$ cat src/rtl/key_pkg.sv
// Shared types and default timing constants for the key debounce bank.
package key_pkg;

  typedef enum logic [1:0] {
    RELEASED,
    PRESSED,
    LONG
  } key_state_e;

  // Defaults assume a 12 MHz clock.
  localparam int unsigned DEF_N_KEYS        = 4;
  localparam int unsigned DEF_STABLE_CYCLES = 60000;     // 5 ms
  localparam int unsigned DEF_LONG_CYCLES   = 12000000;  // 1 s
  localparam int unsigned DEF_REPEAT_CYCLES = 2400000;   // 200 ms
  localparam int unsigned DEF_ACTIVE_LOW    = 1;

endpackage

$ cat src/rtl/key_debounce_cell.sv
// One key channel: 2-flop synchroniser, debounce filter, press/long-press FSM.
// Optional auto-repeat while held long is enabled by defining KEY_REPEAT_EN.
module key_debounce_cell
  import key_pkg::*;
#(
  parameter int unsigned STABLE_CYCLES = DEF_STABLE_CYCLES,
  parameter int unsigned LONG_CYCLES   = DEF_LONG_CYCLES,
  parameter int unsigned REPEAT_CYCLES = DEF_REPEAT_CYCLES,
  parameter int unsigned ACTIVE_LOW    = DEF_ACTIVE_LOW
) (
  input  logic i_clk,
  input  logic i_rst,
  input  logic i_key,
  output logic o_level,
  output logic o_neg,
  output logic o_pos,
  output logic o_long
);

  localparam int unsigned CW = $clog2(LONG_CYCLES + 1);
  localparam logic RAW_RELEASED = (ACTIVE_LOW != 0) ? 1'b1 : 1'b0;
  localparam logic [CW-1:0] STABLE_LAST = CW'(STABLE_CYCLES - 1);
  localparam logic [CW-1:0] LONG_LAST   = CW'(LONG_CYCLES - 1);
  localparam logic [CW-1:0] CNT_ONE     = CW'(1);

  logic          sync1_q, sync1_d;
  logic          sync2_q, sync2_d;
  logic [CW-1:0] deb_cnt_q, deb_cnt_d;
  logic [CW-1:0] hold_q, hold_d;
  logic          level_q, level_d;
  logic          neg_q, neg_d;
  logic          pos_q, pos_d;
  logic          long_q, long_d;
  key_state_e    state_q, state_d;
  logic          s_pressed;
  logic          rise, fall;
  logic          rep_pulse;

  assign s_pressed = (ACTIVE_LOW != 0) ? ~sync2_q : sync2_q;

`ifdef KEY_REPEAT_EN
  localparam int unsigned RW = $clog2(REPEAT_CYCLES + 1);
  localparam logic [RW-1:0] REP_LAST = RW'(REPEAT_CYCLES - 1);
  localparam logic [RW-1:0] REP_ONE  = RW'(1);

  logic [RW-1:0] rep_q, rep_d;

  // Repeat counter runs only while in LONG, so it starts from 0 on entry.
  always_comb begin
    rep_d     = '0;
    rep_pulse = 1'b0;
    if (state_q == LONG && !fall) begin
      if (rep_q == REP_LAST) begin
        rep_pulse = 1'b1;
      end else begin
        rep_d = rep_q + REP_ONE;
      end
    end
  end

  always_ff @(posedge i_clk) begin
    if (i_rst) begin
      rep_q <= '0;
    end else begin
      rep_q <= rep_d;
    end
  end
`else
  assign rep_pulse = 1'b0;
`endif

  always_comb begin
    sync1_d   = i_key;
    sync2_d   = sync1_q;
    deb_cnt_d = deb_cnt_q;
    level_d   = level_q;

    if (s_pressed == level_q) begin
      deb_cnt_d = '0;
    end else if (deb_cnt_q == STABLE_LAST) begin
      deb_cnt_d = '0;
      level_d   = ~level_q;
    end else begin
      deb_cnt_d = deb_cnt_q + CNT_ONE;
    end

    rise = level_d & ~level_q;
    fall = ~level_d & level_q;

    state_d = state_q;
    hold_d  = hold_q;
    long_d  = 1'b0;

    unique case (state_q)
      RELEASED: begin
        if (rise) begin
          state_d = PRESSED;
          hold_d  = '0;
        end
      end
      PRESSED: begin
        if (fall) begin
          state_d = RELEASED;
        end else if (hold_q == LONG_LAST) begin
          state_d = LONG;
          long_d  = 1'b1;
          hold_d  = hold_q + CNT_ONE;
        end else begin
          hold_d = hold_q + CNT_ONE;
        end
      end
      LONG: begin
        // hold_q stays saturated at LONG_CYCLES here
        if (fall) begin
          state_d = RELEASED;
        end
      end
      default: begin
        state_d = RELEASED;
      end
    endcase

    neg_d = rise | rep_pulse;
    pos_d = fall;
  end

  always_ff @(posedge i_clk) begin
    if (i_rst) begin
      sync1_q   <= RAW_RELEASED;
      sync2_q   <= RAW_RELEASED;
      deb_cnt_q <= '0;
      hold_q    <= '0;
      level_q   <= 1'b0;
      neg_q     <= 1'b0;
      pos_q     <= 1'b0;
      long_q    <= 1'b0;
      state_q   <= RELEASED;
    end else begin
      sync1_q   <= sync1_d;
      sync2_q   <= sync2_d;
      deb_cnt_q <= deb_cnt_d;
      hold_q    <= hold_d;
      level_q   <= level_d;
      neg_q     <= neg_d;
      pos_q     <= pos_d;
      long_q    <= long_d;
      state_q   <= state_d;
    end
  end

  assign o_level = level_q;
  assign o_neg   = neg_q;
  assign o_pos   = pos_q;
  assign o_long  = long_q;

endmodule

$ cat src/rtl/key_debounce_bank.sv
// Bank of N_KEYS independent debounced key channels plus an any-pressed flag.
// Define KEY_REPEAT_EN to enable auto-repeat on o_neg while a key is held long.
module key_debounce_bank
  import key_pkg::*;
#(
  parameter int unsigned N_KEYS        = DEF_N_KEYS,
  parameter int unsigned STABLE_CYCLES = DEF_STABLE_CYCLES,
  parameter int unsigned LONG_CYCLES   = DEF_LONG_CYCLES,
  parameter int unsigned REPEAT_CYCLES = DEF_REPEAT_CYCLES,
  parameter int unsigned ACTIVE_LOW    = DEF_ACTIVE_LOW
) (
  input  logic              i_clk,
  input  logic              i_rst,
  input  logic [N_KEYS-1:0] i_key,
  output logic [N_KEYS-1:0] o_level,
  output logic [N_KEYS-1:0] o_neg,
  output logic [N_KEYS-1:0] o_pos,
  output logic [N_KEYS-1:0] o_long,
  output logic              o_any
);

  for (genvar k = 0; k < N_KEYS; k++) begin : g_key
    key_debounce_cell #(
      .STABLE_CYCLES (STABLE_CYCLES),
      .LONG_CYCLES   (LONG_CYCLES),
      .REPEAT_CYCLES (REPEAT_CYCLES),
      .ACTIVE_LOW    (ACTIVE_LOW)
    ) u_cell (
      .i_clk   (i_clk),
      .i_rst   (i_rst),
      .i_key   (i_key[k]),
      .o_level (o_level[k]),
      .o_neg   (o_neg[k]),
      .o_pos   (o_pos[k]),
      .o_long  (o_long[k])
    );
  end

  assign o_any = |o_level;

endmodule

$ cat config.mk
export PLATFORM = sky130hd
export DESIGN_NAME = key_debounce_bank
export DESIGN_NICKNAME = d
export VERILOG_FILES = /design/src/rtl/key_pkg.sv /design/src/rtl/key_debounce_cell.sv /design/src/rtl/key_debounce_bank.sv
export SDC_FILE = /design/constraint.sdc
export NUM_CORES = 1
export LEC_CHECK = 0
export CORE_ASPECT_RATIO = 1.2
export CORE_UTILIZATION = 55
export DETAILED_ROUTE_END_ITERATION = 10
export GPL_TIMING_DRIVEN = 0
export PLACE_DENSITY = 0.76
export SLEW_MARGIN = 20
export SYNTH_ARGS = -nofsm -noshare
export SYNTH_HDL_FRONTEND = slang
export SYNTH_SLANG_ARGS = --single-unit
$ cat constraint.sdc
create_clock -name i_clk -period 2.71 [get_ports i_clk]
set_input_delay 0.4065 -clock i_clk [delete_from_list [all_inputs] [get_ports i_clk]]
set_output_delay 0.4065 -clock i_clk [all_outputs]
set_load 0.02 [all_outputs]
==> impl_summary.log, run 1 <==
[flow] final metrics
INFO  metric run_status = complete, no violations
INFO  metric slew_headroom = 38.0%
INFO  metric layout.comb_gates.multi_input = 980
INFO  metric n_sequential_cell = 224
INFO  metric timing.final.setup_violations = 0
INFO  metric path_clk_slew = 0.06 ns
INFO  metric timing.critical_path.fanout_max = 10
INFO  metric wl_met1 = 10,700 um
INFO  metric synthesis.nets = 1,296
INFO  metric hold_class = reg2reg
INFO  metric p_seq_share = 50.0%
INFO  metric comb_power_share = 1.4%
INFO  metric combinational_power = 0.0927 mW
INFO  metric yosys.cell_count.top_type = sky130_fd_sc_hd__dfxtp_1
INFO  metric synth_async_sr_flop_share = 0%
INFO  metric clock_tree.root_cell = sky130_fd_sc_hd__clkbuf_16
INFO  metric routabilityCongestion = 0.861
INFO  metric summed_instance_area_of_the_synthesized_netlist = 10,500 sq um
INFO  metric non_clock_buffer_area_share = 4.52%
INFO  metric switchingPower = 1.35 mW
INFO  metric clock_tree_area_fraction = 6.58%
INFO  metric yosys_area = 10,500 sq um
INFO  metric numPlacedInstances = 1,556
INFO  metric yosys-dominant-comb-family = simple AND/OR/NAND/NOR gates
INFO  metric first_global_vias = 8,594
INFO  metric worst_ir_drop_vdd = 0.000447 V
INFO  metric xor_area_share = 8.10%
INFO  metric dp_hpwl = 16,300 um
INFO  metric timing_worst_slew_pin_value = 0.923 ns
INFO  metric pin_count = 23
INFO  metric detailroute.wirelength.met2 = 11,200 um
INFO  metric top_area_cell = sky130_fd_sc_hd__dfxtp_1
INFO  metric final.signal_buffer_count = 83
INFO  metric critical_path_buf_inv_count = 2
INFO  metric clock_sinks = 224
INFO  metric powerClk = 3.21 mW
INFO  metric static-leakage-power = 3.85 nW
INFO  metric fin_crit_sh = 96.2%
INFO  metric top_power_group = sequential cells
INFO  metric met3WireLength = 972 um
INFO  metric timing.rr.start = g_key[3].u_cell.deb_cnt_q[0]
INFO  metric rsz0062_at_grt = yes
INFO  metric fp.dieArea = 19,600 sq um
INFO  metric muxShareOfSynthArea = 0.298%
INFO  metric finalHoldViolations = 0
INFO  metric layout_top_cell = sky130_fd_sc_hd__dfxtp_1
INFO  metric worst_hold_slack = 0.408 ns
INFO  metric hold-path-cell-count = 1
INFO  metric max_freq = 384 MHz
INFO  metric final_design_area_no_fill = 11,900 sq um
INFO  metric clock_power_share = 48.6%
INFO  metric sw_frac_of_total = 20.5%
INFO  metric fillers = 1,548
INFO  metric n_clock_buffer = 35
INFO  metric r2r-end = g_key[3].u_cell.hold_q[14]
INFO  metric layout_top_cells = 224 x sky130_fd_sc_hd__dfxtp_1, 188 x sky130_fd_sc_hd__nor2_1, 125 x sky130_fd_sc_hd__nand2_1
INFO  metric whs_endpoint = g_key[2].u_cell.sync2_q
INFO  metric crit_path_cell_trace = clkbuf_1, or4_1, clkdlybuf4s50_1
INFO  metric final-max-slew-violation-count = 0
INFO  metric p_int = 5.26 mW
INFO  metric area_fraction_in_and_or_nand_and_nor_cells_after_synthesis = 31.0%
INFO  metric reg.largest.list = g_key.u_cell.deb_cnt_q (96), g_key.u_cell.hold_q (96), g_key.u_cell.state_q (8)
INFO  metric signal_arrival_time_at_the_worst_endpoint = 2.20 ns
INFO  metric timing_worst_setup_path_type = reg2out
INFO  metric cts_htree_levels = 1
INFO  metric postCtsSetupRepairBufs = 2
INFO  metric synth.cellmix.compoundShare = 13.5%
INFO  metric fp.coreArea = 18,400 sq um
INFO  metric core.rowCount = 54
INFO  metric worst-endpoint-required = 2.30 ns
INFO  metric drt-initial-drc-count = 646
INFO  metric routed_via_density = 5.81
INFO  metric worst_slack = 0.103 ns
INFO  metric sh_comb_area = 48.0%
INFO  metric setup_slack_of_the_most_critical_reg_to_reg_path = 0.18 ns
INFO  metric worst_r2r_path_cells = 8
INFO  metric critical_path_cell_count = 3
INFO  metric top_cell_area_share = 42.8%
INFO  metric number_of_antenna_violations_at_the_first_check_in_global_routing = 0
INFO  metric number_of_hold_buffers_added_after_cts = 0
INFO  metric yosys_cells = 1,282
INFO  metric slowest_delay = 0.59 ns
INFO  metric first_pass_detailed_route_iteration_total = 5
INFO  metric edf_count = 0
INFO  metric skew = 0.0117 ns
INFO  metric placement.cell_area = 11,000 sq um
INFO  metric endpoint_of_the_most_critical_setup_path = o_any
INFO  metric netlist_top_cells_count = 224 x sky130_fd_sc_hd__dfxtp_1, 189 x sky130_fd_sc_hd__nor2_1, 125 x sky130_fd_sc_hd__nand2_1
INFO  metric slowest_stage = sky130_fd_sc_hd__clkdlybuf4s50_1
INFO  metric fp_util = 56.9%
INFO  metric tapCellCount = 252
INFO  metric instances_no_fill = 1,600
INFO  metric pre_cts_slack = -0.308 ns
INFO  metric post_route_cells_drive_above_1_share = 8.01%
INFO  metric count_of_warnings_emitted_by_yosys = 0
INFO  metric all_layer_gr_usage = 24.1%
INFO  metric num_antenna_cells = 0
INFO  metric p_total = 6.61 mW
INFO  metric clk_latency = 0.52 ns
INFO  metric timing.critical_path.to_type = primary output
INFO  metric setup-tns-final = 0 ns
INFO  metric highest-signal-layer = met4
INFO  metric global_route_wire_length_before_repair = 39,800 um
INFO  metric synthDistinctLibCells = 67
INFO  metric worst_setup_path_startpoint = g_key[0].u_cell.o_level
INFO  metric n_all_inverters = 19
INFO  metric pin_count_of_the_biggest_net_entering_global_routing = 14
INFO  metric post_cts_resized = 4
INFO  metric dominant-cell-class = logic gates
INFO  metric grt_overflow_total = 0
INFO  metric worst_path_top_cell_family_by_delay = buffers and inverters
INFO  metric fin_crit = 2.61 ns
INFO  metric post_synth.cell_area_avg = 8.18 sq um
INFO  metric power_density = 555 nW/um^2
INFO  metric yosys_register_bits = 224
INFO  metric nets = 1,346
INFO  metric area_share_of_fa_ha_maj_cells_after_synthesis = 0.954%
INFO  metric main_area_contributors_after_synthesis = sky130_fd_sc_hd__dfxtp_1 43%, sky130_fd_sc_hd__nor2_1 6.8%, sky130_fd_sc_hd__xor2_1 5.3%
INFO  metric tritoncts.num_buffers = 24
INFO  metric drt_drc_violations_left = 0
INFO  metric route.antenna.remaining_nets = 0
INFO  metric critical_path_launch_point_type = register
INFO  metric min_from = g_key[2].u_cell.sync1_q
INFO  metric syn2layout_area_growth = 13.5%
INFO  metric postSynthSeqShare = 42.8%
INFO  metric syn_inst = 1,282
INFO  metric cts_tree = yes
INFO  metric timing.max_cap.violations = 0
INFO  metric layout.area.comb = 5710 sq um
INFO  metric flop_cell = sky130_fd_sc_hd__dfxtp_1
INFO  metric stage_log_warnings = 27
INFO  metric clockBufferDepth = 3
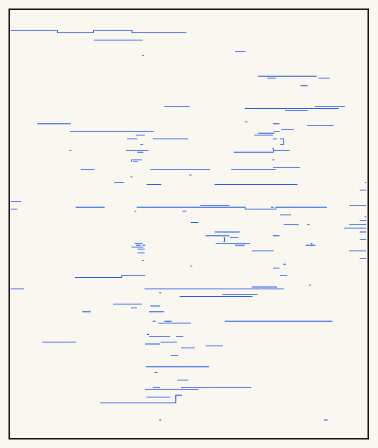
*M3 wires, run 1*
- share of all routed wire: 4.2%
- wire length on this layer: 973 um
- nets with wire on the layer: 79
- longest straight run: 49.7 um
- main direction: horizontal
routed vias: 9,294
total detailed-routing wirelength: 23,300 um
global-route track usage on met3: 3.29%

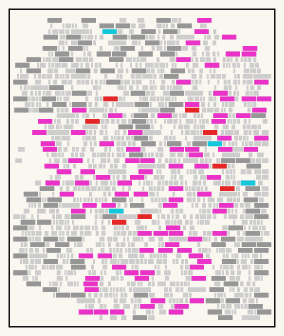
*Sequential cells coloured by netlist name, run 1*
Other sequential cells in the stronger grey, the rest of the logic in the fainter grey.
- cyan: g_key.u_cell.o_neg (placed flops 4)
- magenta: g_key.u_cell.hold_q (placed flops 96)
- red: g_key.u_cell.state_q (placed flops 8)
sequential power: 3.31 mW
area used by sequential logic in the layout: 4480 sq um
flip-flop and latch share of the layout cell area: 37.7%

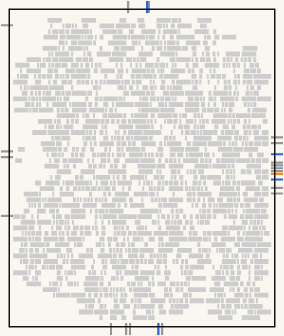
*I/O pins on the die edge, run 1*
Pins as bars across the die edge, other pins in grey.
- orange: o_any (pins 1; direction output; edge right)
- blue: o_pos (pins 4; direction output; edge 2 right, 1 bottom, 1 top)
- all pins by edge: 11 right, 5 bottom, 4 left, 3 top
floorplan die width: 128 um
vertical die dimension: 153 um
number of port buffers: 22

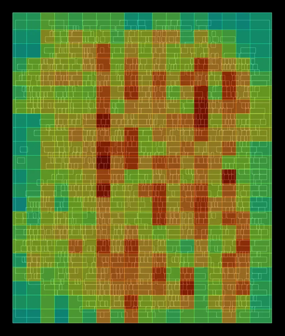
*Track usage over the die, run 1*
GR peak layer: met2
routing usage on met1: 31.2%
global routing usage on met2: 41.6%
WL per Instance: 14.6 um
share of the core filled with cells in the final layout: 64.5%

### Routed metal, one colour a layer, run 1

Only two layers are drawn.
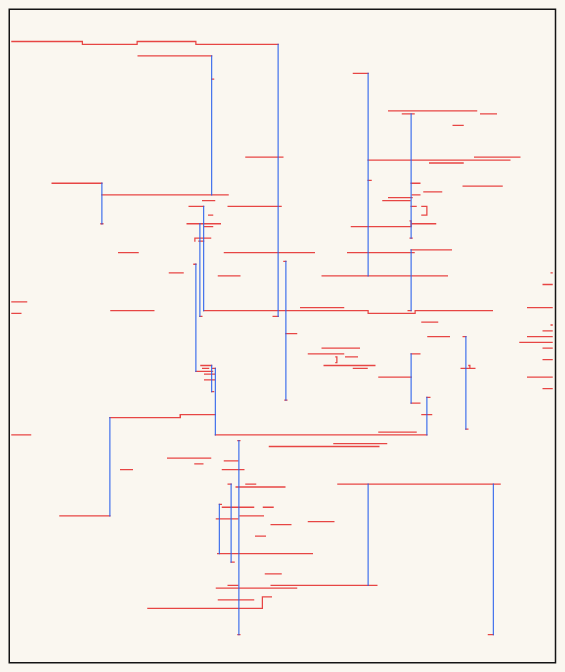

## Run 2: what changed since run 1
--- a/config.mk
+++ b/config.mk
@@ -5,7 +5,7 @@
 export SDC_FILE = /design/constraint.sdc
 export NUM_CORES = 1
 export LEC_CHECK = 0
-export CORE_ASPECT_RATIO = 1.2
+export CORE_ASPECT_RATIO = 1.25
 export CORE_UTILIZATION = 55
 export DETAILED_ROUTE_END_ITERATION = 10
 export GPL_TIMING_DRIVEN = 0
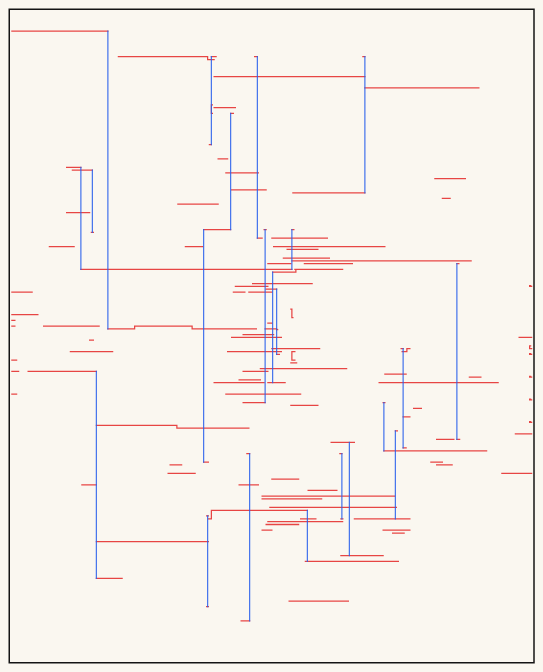
*Routed metal, one colour a layer, run 2*
Only two layers are drawn.
- blue: M4 (wire length 650 um)
- red: M3 (wire length 1,070 um)
total detailed-routing wirelength: 23,900 um
All-Layer GR Usage: 24.2%
WL per Instance: 15.1 um
routed vias: 9,340

==> run 2 against run 1 <==
The flow now finishes with violations (design-rule violations). Clock power is 2% lower. Sequential power about the same. Wire length grew 2.2%. Sequential share of layout area rose by 0.18 points. Critical path depth did not move. Non-clock buffer count is 2 lower. Setup slack improved by 0.0037 ns. Hold slack worse by 0.0015 ns. Power fell by 0.78%. Synthesized cell count is the same. Via count is 0.49% higher. Register-to-register slack got worse by 0.04 ns. Critical endpoint unchanged. Largest power group unchanged. Highest routed layer unchanged.
==> impl_summary.log, run 2 <==
[flow] final metrics
INFO  metric finalHoldViolations = 0 (unchanged)
INFO  metric skew = 0.00931 ns (-0.00236 ns)
INFO  metric signal_arrival_time_at_the_worst_endpoint = 2.20 ns (about the same)
INFO  metric timing.final.setup_violations = 0 (unchanged)
INFO  metric clock_tree.root_cell = sky130_fd_sc_hd__clkbuf_16
INFO  metric layout_top_cells = 224 x sky130_fd_sc_hd__dfxtp_1, 188 x sky130_fd_sc_hd__nor2_1, 125 x sky130_fd_sc_hd__nand2_1
INFO  metric yosys_cells = 1,282 (unchanged)
INFO  metric failed_checks = design-rule violations
INFO  metric timing.max_cap.violations = 0 (unchanged)
INFO  metric xor_area_share = 8.10% (unchanged)
INFO  metric reg.largest.list = g_key.u_cell.deb_cnt_q (96), g_key.u_cell.hold_q (96), g_key.u_cell.state_q (8)
INFO  metric max_freq = 384 MHz (+0.14%)
INFO  metric global_route_wire_length_before_repair = 40,200 um (+0.83%)
INFO  metric edf_count = 0 (unchanged)
INFO  metric instances_no_fill = 1,575 (-1.6%)
INFO  metric first_global_vias = 8,705 (+1.3%)
INFO  metric final-max-slew-violation-count = 0 (unchanged)
INFO  metric flop_cell = sky130_fd_sc_hd__dfxtp_1
INFO  metric crit_path_cell_trace = clkbuf_1, or4_1, clkdlybuf4s50_1
INFO  metric worst_setup_path_startpoint = g_key[0].u_cell.o_level
INFO  metric netlist_top_cells_count = 224 x sky130_fd_sc_hd__dfxtp_1, 189 x sky130_fd_sc_hd__nor2_1, 125 x sky130_fd_sc_hd__nand2_1
INFO  metric count_of_warnings_emitted_by_yosys = 0 (unchanged)
INFO  metric dp_hpwl = 16,200 um (-0.30%)
INFO  metric top_power_group = sequential cells
INFO  metric pre_cts_slack = -0.252 ns (+0.0561 ns)
INFO  metric yosys-dominant-comb-family = simple AND/OR/NAND/NOR gates
INFO  metric worst_ir_drop_vdd = 0.000497 V (+11%)
INFO  metric slowest_delay = 0.58 ns (about the same)
INFO  metric grt_overflow_total = 0 (unchanged)
INFO  metric n_clock_buffer = 35 (unchanged)
INFO  metric first_pass_detailed_route_iteration_total = 9 (+4)
INFO  metric setup_slack_of_the_most_critical_reg_to_reg_path = 0.14 ns (-0.04 ns)
INFO  metric critical_path_launch_point_type = register
INFO  metric cts_tree = yes
INFO  metric layout_top_cell = sky130_fd_sc_hd__dfxtp_1
INFO  metric worst_hold_slack = 0.407 ns (-0.00145 ns)
INFO  metric syn_inst = 1,282 (unchanged)
INFO  metric nets = 1,344 (-0.15%)
INFO  metric fp_util = 56.1% (-0.80 points)
INFO  metric slowest_stage = sky130_fd_sc_hd__clkdlybuf4s50_1
INFO  metric synth_async_sr_flop_share = 0% (unchanged)
INFO  metric routabilityCongestion = 0.877 (+1.9%)
INFO  metric hold_class = reg2reg
INFO  metric setup-tns-final = 0 ns (unchanged)
INFO  metric min_from = g_key[0].u_cell.sync1_q
INFO  metric area_share_of_fa_ha_maj_cells_after_synthesis = 0.954% (unchanged)
INFO  metric comb_power_share = 1.4% (about the same)
INFO  metric summed_instance_area_of_the_synthesized_netlist = 10,500 sq um (unchanged)
INFO  metric critical_path_cell_count = 3 (unchanged)
INFO  metric cts_htree_levels = 1 (unchanged)
INFO  metric switchingPower = 1.34 mW (-1.3%)
INFO  metric seqCellArea = 4480 sq um (unchanged)
INFO  metric muxShareOfSynthArea = 0.298% (unchanged)
INFO  metric powerClk = 3.16 mW (-2%)
INFO  metric fillers = 1,574 (+1.7%)
INFO  metric route.antenna.remaining_nets = 0 (unchanged)
INFO  metric core.rowCount = 56 (+3.7%)
INFO  metric highest-signal-layer = met4
INFO  metric yosys.cell_count.top_type = sky130_fd_sc_hd__dfxtp_1
INFO  metric grt_util_met3 = 2.97% (-0.32 points)
INFO  metric synthDistinctLibCells = 67 (unchanged)
INFO  metric synth.cellmix.compoundShare = 13.5% (unchanged)
INFO  metric timing_worst_slew_pin_value = 0.971 ns (+0.0485 ns)
INFO  metric sw_frac_of_total = 20.4% (-0.11 points)
INFO  metric clockBufferDepth = 3 (unchanged)
INFO  metric grt.met2_usage = 42.4% (+0.84 points)
INFO  metric drt_drc_violations_left = 5 (+5)
INFO  metric timing.rr.start = g_key[2].u_cell.deb_cnt_q[0]
INFO  metric worst_r2r_path_cells = 8 (unchanged)
INFO  metric busiest_layer = met2
INFO  metric clock_sinks = 224 (unchanged)
INFO  metric numPlacedInstances = 1,536 (-1.3%)
INFO  metric pin_count = 23 (unchanged)
INFO  metric synthesis.nets = 1,296 (unchanged)
INFO  metric postCtsSetupRepairBufs = 0 (-2)
INFO  metric critical_path_buf_inv_count = 2 (unchanged)
INFO  metric sh_comb_area = 48.3% (+0.32 points)
INFO  metric seq_power = 3.31 mW (about the same)
INFO  metric r2r-end = g_key[2].u_cell.hold_q[14]
INFO  metric run_status = finished with violations
INFO  metric p_total = 6.56 mW (-0.78%)
INFO  metric yosys_register_bits = 224 (unchanged)
INFO  metric top_cell_area_share = 42.8% (unchanged)
INFO  metric timing.critical_path.to_type = primary output
INFO  metric placement.io_buffers = 22 (unchanged)
INFO  metric final.signal_buffer_count = 81 (-2.4%)
No activity file was given, so power comes from the tool's default toggle rates.
